===== config.mk =====
export PLATFORM = sky130hd
export DESIGN_NAME = serial_adder
export DESIGN_NICKNAME = d
export VERILOG_FILES = /design/src/rtl/serial_adder_pkg.sv /design/src/rtl/serial_adder_full_add_cell.sv /design/src/rtl/serial_adder.sv
export SDC_FILE = /design/constraint.sdc
export NUM_CORES = 1
export LEC_CHECK = 0
export CAP_MARGIN = 30
export CORE_ASPECT_RATIO = 2
export CORE_UTILIZATION = 47
export DETAILED_ROUTE_END_ITERATION = 16
export GPL_ROUTABILITY_DRIVEN = 0
export PLACE_DENSITY = 0.72
export SYNTH_ARGS = -nofsm -noshare
export SYNTH_HDL_FRONTEND = slang
export SYNTH_SLANG_ARGS = --single-unit

===== constraint.sdc =====
create_clock -name clk -period 3.6 [get_ports clk]
set_input_delay 0.54 -clock clk [delete_from_list [all_inputs] [get_ports clk]]
set_output_delay 0.54 -clock clk [all_outputs]
set_load 0.01 [all_outputs]

===== src/rtl/serial_adder_pkg.sv =====
`default_nettype none
// ============================================================================
// Module      : serial_adder_pkg
// Description : Shared ALU definitions for the bit-serial adder: state
//               encoding and the default operand width.
// Revision    : 1.0 - initial release
// ============================================================================
package serial_adder_pkg;

    localparam int C_DEFAULT_WIDTH = 6;

    typedef enum logic [1:0] {
        S_IDLE = 2'b00,
        S_RUN  = 2'b01,
        S_DONE = 2'b10
    } state_t;

endpackage
`default_nettype wire


===== src/rtl/serial_adder_full_add_cell.sv =====
`default_nettype none
// ============================================================================
// Module      : full_add_cell
// Description : Combinational one-bit full adder made of two half-add
//               stages and an OR that merges their carries.
// Revision    : 1.0 - initial release
// ============================================================================
module full_add_cell (
    input  logic a,
    input  logic b,
    input  logic cin,
    output logic s,
    output logic cout
);

    logic w_h1_s;
    logic w_h1_c;
    logic w_h2_c;

    // First half-add stage on the operand bits
    assign w_h1_s = a ^ b;
    assign w_h1_c = a & b;

    // Second half-add stage folds in the incoming carry
    assign s      = w_h1_s ^ cin;
    assign w_h2_c = w_h1_s & cin;

    // At most one stage can generate a carry, so an OR combines them
    assign cout   = w_h1_c | w_h2_c;

endmodule
`default_nettype wire


===== src/rtl/serial_adder.sv =====
`default_nettype none
// ============================================================================
// Module      : serial_adder
// Description : Bit-serial ripple adder. Captures two operands and a carry-in
//               on start, adds one bit per clock LSB first through a single
//               full-adder cell, and presents sum, carry-out and signed
//               overflow with a one-cycle done pulse.
// Revision    : 1.0 - initial release
// ============================================================================
module serial_adder
    import serial_adder_pkg::*;
#(
    parameter int WIDTH = C_DEFAULT_WIDTH
) (
    input  logic             clk,
    input  logic             rst_n,
    input  logic             start,
    input  logic [WIDTH-1:0] a,
    input  logic [WIDTH-1:0] b,
    input  logic             carry_in,
    output logic             busy,
    output logic             done,
    output logic [WIDTH-1:0] sum,
    output logic             carry_out,
    output logic             overflow
);

    localparam int                  C_CNT_W = $clog2(WIDTH);
    localparam logic [C_CNT_W-1:0]  C_LAST  = C_CNT_W'(WIDTH - 1);
    localparam logic [C_CNT_W-1:0]  C_ONE   = C_CNT_W'(1);

    state_t             r_state;
    logic [WIDTH-1:0]   r_a_sh;
    logic [WIDTH-1:0]   r_b_sh;
    // Partial sum: only WIDTH-1 bits need storing, the newest bit comes
    // straight from the cell on the final cycle.
    logic [WIDTH-2:0]   r_part;
    logic               r_carry;
    logic [C_CNT_W-1:0] r_cnt;

    logic               w_s;
    logic               w_c;
    logic [WIDTH-1:0]   w_sum_cat;

    full_add_cell u_cell (
        .a    (r_a_sh[0]),
        .b    (r_b_sh[0]),
        .cin  (r_carry),
        .s    (w_s),
        .cout (w_c)
    );

    // New sum bit enters at the MSB; after WIDTH shifts bit 0 sits in sum[0]
    assign w_sum_cat = {w_s, r_part};

    // Control FSM, operand/sum shifting and registered result outputs
    always_ff @(posedge clk or negedge rst_n) begin
        if (!rst_n) begin
            r_state   <= S_IDLE;
            r_a_sh    <= '0;
            r_b_sh    <= '0;
            r_part    <= '0;
            r_carry   <= 1'b0;
            r_cnt     <= '0;
            busy      <= 1'b0;
            done      <= 1'b0;
            sum       <= '0;
            carry_out <= 1'b0;
            overflow  <= 1'b0;
        end else begin
            done <= 1'b0;
            case (r_state)
                S_IDLE, S_DONE: begin
                    if (start) begin
                        r_a_sh  <= a;
                        r_b_sh  <= b;
                        r_carry <= carry_in;
                        r_part  <= '0;
                        r_cnt   <= '0;
                        busy    <= 1'b1;
                        r_state <= S_RUN;
                    end else begin
                        r_state <= S_IDLE;
                    end
                end
                S_RUN: begin
                    r_a_sh  <= r_a_sh >> 1;
                    r_b_sh  <= r_b_sh >> 1;
                    r_part  <= w_sum_cat[WIDTH-1:1];
                    r_carry <= w_c;
                    r_cnt   <= r_cnt + C_ONE;
                    if (r_cnt == C_LAST) begin
                        // Old carry flop is the carry into the MSB
                        sum       <= w_sum_cat;
                        carry_out <= w_c;
                        overflow  <= r_carry ^ w_c;
                        busy      <= 1'b0;
                        done      <= 1'b1;
                        r_state   <= S_DONE;
                    end
                end
                default: begin
                    busy    <= 1'b0;
                    r_state <= S_IDLE;
                end
            endcase
        end
    end

endmodule
`default_nettype wire

==> run_results.csv <==
group,metric,value,unit
timing,clock.fmax,0.484,GHz
power_and_ir_drop,irDropWorstVdd,0.388,mV
job,warning_count,27,
drt,routed_via_density,5.35,
synthesis,synth.yosys.chip_area,0.00147,mm²
floorplanning,die-area,0.00337,mm²
drt,drt_iter0_markers,17,
floorplanning,fp.coreArea,0.00298,mm²
timing,timing.final.max_slew_violations,0,
power_and_ir_drop,power_frac_clock,0.193,
clocking,cts_tree,"built",
clocking,clock_path_buffers,2,
clocking,clock_tree.root_cell,"sky130_fd_sc_hd__clkbuf_8",
power_and_ir_drop,p_int,969,µW
job,cap_viol_max_count,0,
clocking,clock_sinks,33,
setup_path,criticalPathCategory,"in2reg",
synthesis,netlist_area,0.00147,mm²
synthesis,yosys_register_bits,33,
timing,finalHoldViolCount,0,
synthesis,edff_count_synth,0,
cells_and_area,n_antenna_cell,0,
placed_design,dpl.hpwl,1820,µm
outcome,outcome,"finished clean",
clocking,count_of_cells_resized_by_post_cts_repair,0,
cells_and_area,layout_top_cell_excl_fill_tap,"sky130_fd_sc_hd__dfrtp_1",
power_and_ir_drop,power_leakage,0.826,nW
clocking,post_cts.repair.setup_buffers,0,
drt,drc,0,
setup_path,timing.critical_path.fanout_max,16,
synthesis,ys_cells,110,
synthesis,synthesis.nets,129,
drt,wl_per_cell,15.1,µm
floorplanning,die_h,81.1,µm
power_and_ir_drop,swShare,0.333,
setup_path,ff2ff_path_depth,4,
cells_and_area,fill_cells,249,
setup_path,critical_path.slowest_cell,"sky130_fd_sc_hd__nor2b_2",
timing,finalClockPeriodUsage,0.574,
cells_and_area,nNetsFinal,156,
power_and_ir_drop,netSwitchingPower,485,µW
drt,drt_first_pass_iters,4,
power_and_ir_drop,combinational_power_share,0.388,
synthesis,register_area_share_after_synthesis,0.562,
clocking,cts.reportedPaths.clkPinSlew,0.07,ns
synthesis,synth_cell_types,25,
setup_path,timing.critical_path.cells,"clkdlybuf4s50_1 > nor2b_2 > nor2_4 > mux2_2",
timing,slew_headroom,0.373,
global_routing,vias_in_the_first_global_route,943,
power_and_ir_drop,power-per-cell-area,813,mW/mm²
setup_path,element_type_at_the_critical_path_start,"primary input",
power_and_ir_drop,power.sequential.fraction,0.419,
global_routing,grt_start_max_net_pins,34,
timing,finalCriticalPeriod,2.07,ns
placed_design,place.port_buffers,25,
## final timing paths
check | startpoint | to | slack (ns)
worst max register to register | r_cnt[1] | carry_out | 1.83
max in group asynchronous | rst_n | sum[2] | 2.63
worst min-delay path | r_a_sh[5] | r_a_sh[4] | 0.48
min in group asynchronous | rst_n | r_b_sh[0] | 0.67
worst min register to register | r_a_sh[5] | r_a_sh[4] | 0.48
worst max-delay path | start | r_cnt[0] | 1.53
## state kept, by name (all words and copies together), names as in the netlist
signal,cells
r_a_sh,6
carry_out,1
r_cnt,3
sum,6
r_b_sh,6
r_state,2
done,1
r_carry,1
overflow,1
busy,1
r_part,5
## cells by family after synthesis
logic type                 Yosys count  synth area share
AOI/OAI and AO/OA                   22             0.112
and+or+nand+nor                     22            0.0801
DFF                                 33             0.562
xor gates and xnor gates             2            0.0119
adders and majority gates            3            0.0307
buffers and inverters                9            0.0511
muxes                               19             0.152
## cell usage after synthesis, types with 2 or more instances
library cell	n	area, µm²
sky130_fd_sc_hd__ha_1	2	25.0
sky130_fd_sc_hd__mux2_4	6	90.1
sky130_fd_sc_hd__mux2_2	2	22.5
sky130_fd_sc_hd__nand3b_1	2	15.0
sky130_fd_sc_hd__a22o_1	7	61.3
sky130_fd_sc_hd__o21ai_2	6	52.6
sky130_fd_sc_hd__mux2i_1	11	110
sky130_fd_sc_hd__buf_6	5	56.3
sky130_fd_sc_hd__inv_1	3	11.3
sky130_fd_sc_hd__nand2_1	13	48.8
sky130_fd_sc_hd__o21ai_0	6	30.0
sky130_fd_sc_hd__nor2_1	2	7.51
sky130_fd_sc_hd__dfrtp_1	33	826
## routing by layer
metal / share of wire / track usage / vias up
met4: 0.031 / 0.126 / 0
met1: 0.40 / 0.197 / 428
met3: 0.030 / 0.0333 / 7
li1: - / - / 436
met5: 0 / 0 / -
met2: 0.54 / 0.297 / 22
## tightest hold or removal path: cells and delay by family, from the launching register on
| family | cells | cell delay (ns) |
|---|---|---|
| AND-OR/OR-AND | 1 | 0.06 |
| flip-flops | 1 | 0.35 |
| AND/OR/NAND/NOR | 1 | 0.04 |
## through the flow
step / setup slack [ns] / cell area, µm² / utilization / power (mW) / cells
6_report: 1.53 / 1790 / 0.600 / 1.45 / 167
5_1_grt: 1.42 / 1790 / 0.600 / 1.55 / 167
4_1_cts: 1.52 / 1790 / 0.600 / 1.48 / 167
3_5_place_dp: 1.22 / 1700 / 0.571 / 1.19 / 160
3_3_place_gp: 1.28 / 1700 / 0.571 / 1.16 / 160
2_1_floorplan: 2.27 / 1470 / - / 1.04 / 110
## power by group through the flow
| stage | Sequential [mW] | Clock (mW) | Combinational (mW) |
|---|---|---|---|
| after detailed placement | 0.616 | 0 | 0.577 |
| after floorplan | 0.614 | 0 | 0.423 |
| after global placement | 0.607 | 0 | 0.556 |
| final | 0.609 | 0.280 | 0.565 |
| after CTS | 0.610 | 0.288 | 0.578 |
| after global routing | 0.628 | 0.300 | 0.626 |
## cell type report
type	instances	share of cell area
clock buffers	7	0.0483
inverters	3	0.00630
multi-input cells	68	0.318
flip-flops and latches	33	0.462
well taps	30	0.0210
repair buffers	26	0.144
### Met1 routing

Supply wires on this layer in grey.
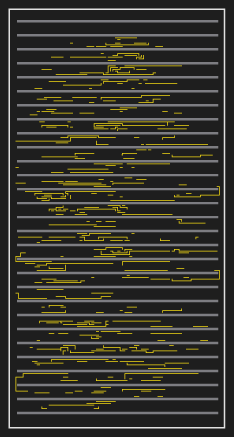
131 nets have wire on it. The layer carries 1,010 µm of wire.
fraction of met1 tracks used by global routing: 0.197
number of vias after detailed routing: 893
total routed wirelength: 2520 µm

### Clock routing

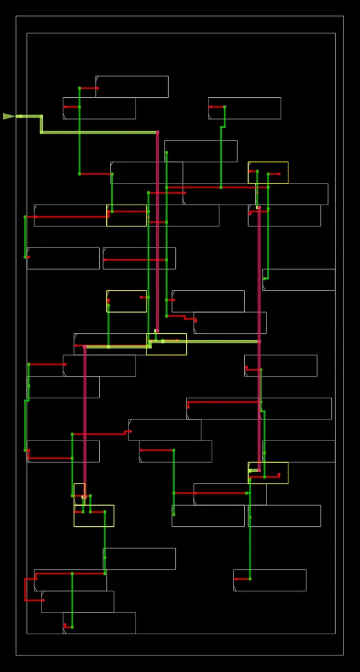
clock skew: 0.00548 ns
total of clock buffers placed in the layout: 7
Latency at later pin: 0.28 ns
Flop Count: 33
P_clk: 280 µW

Power and IR drop assume default switching activity.
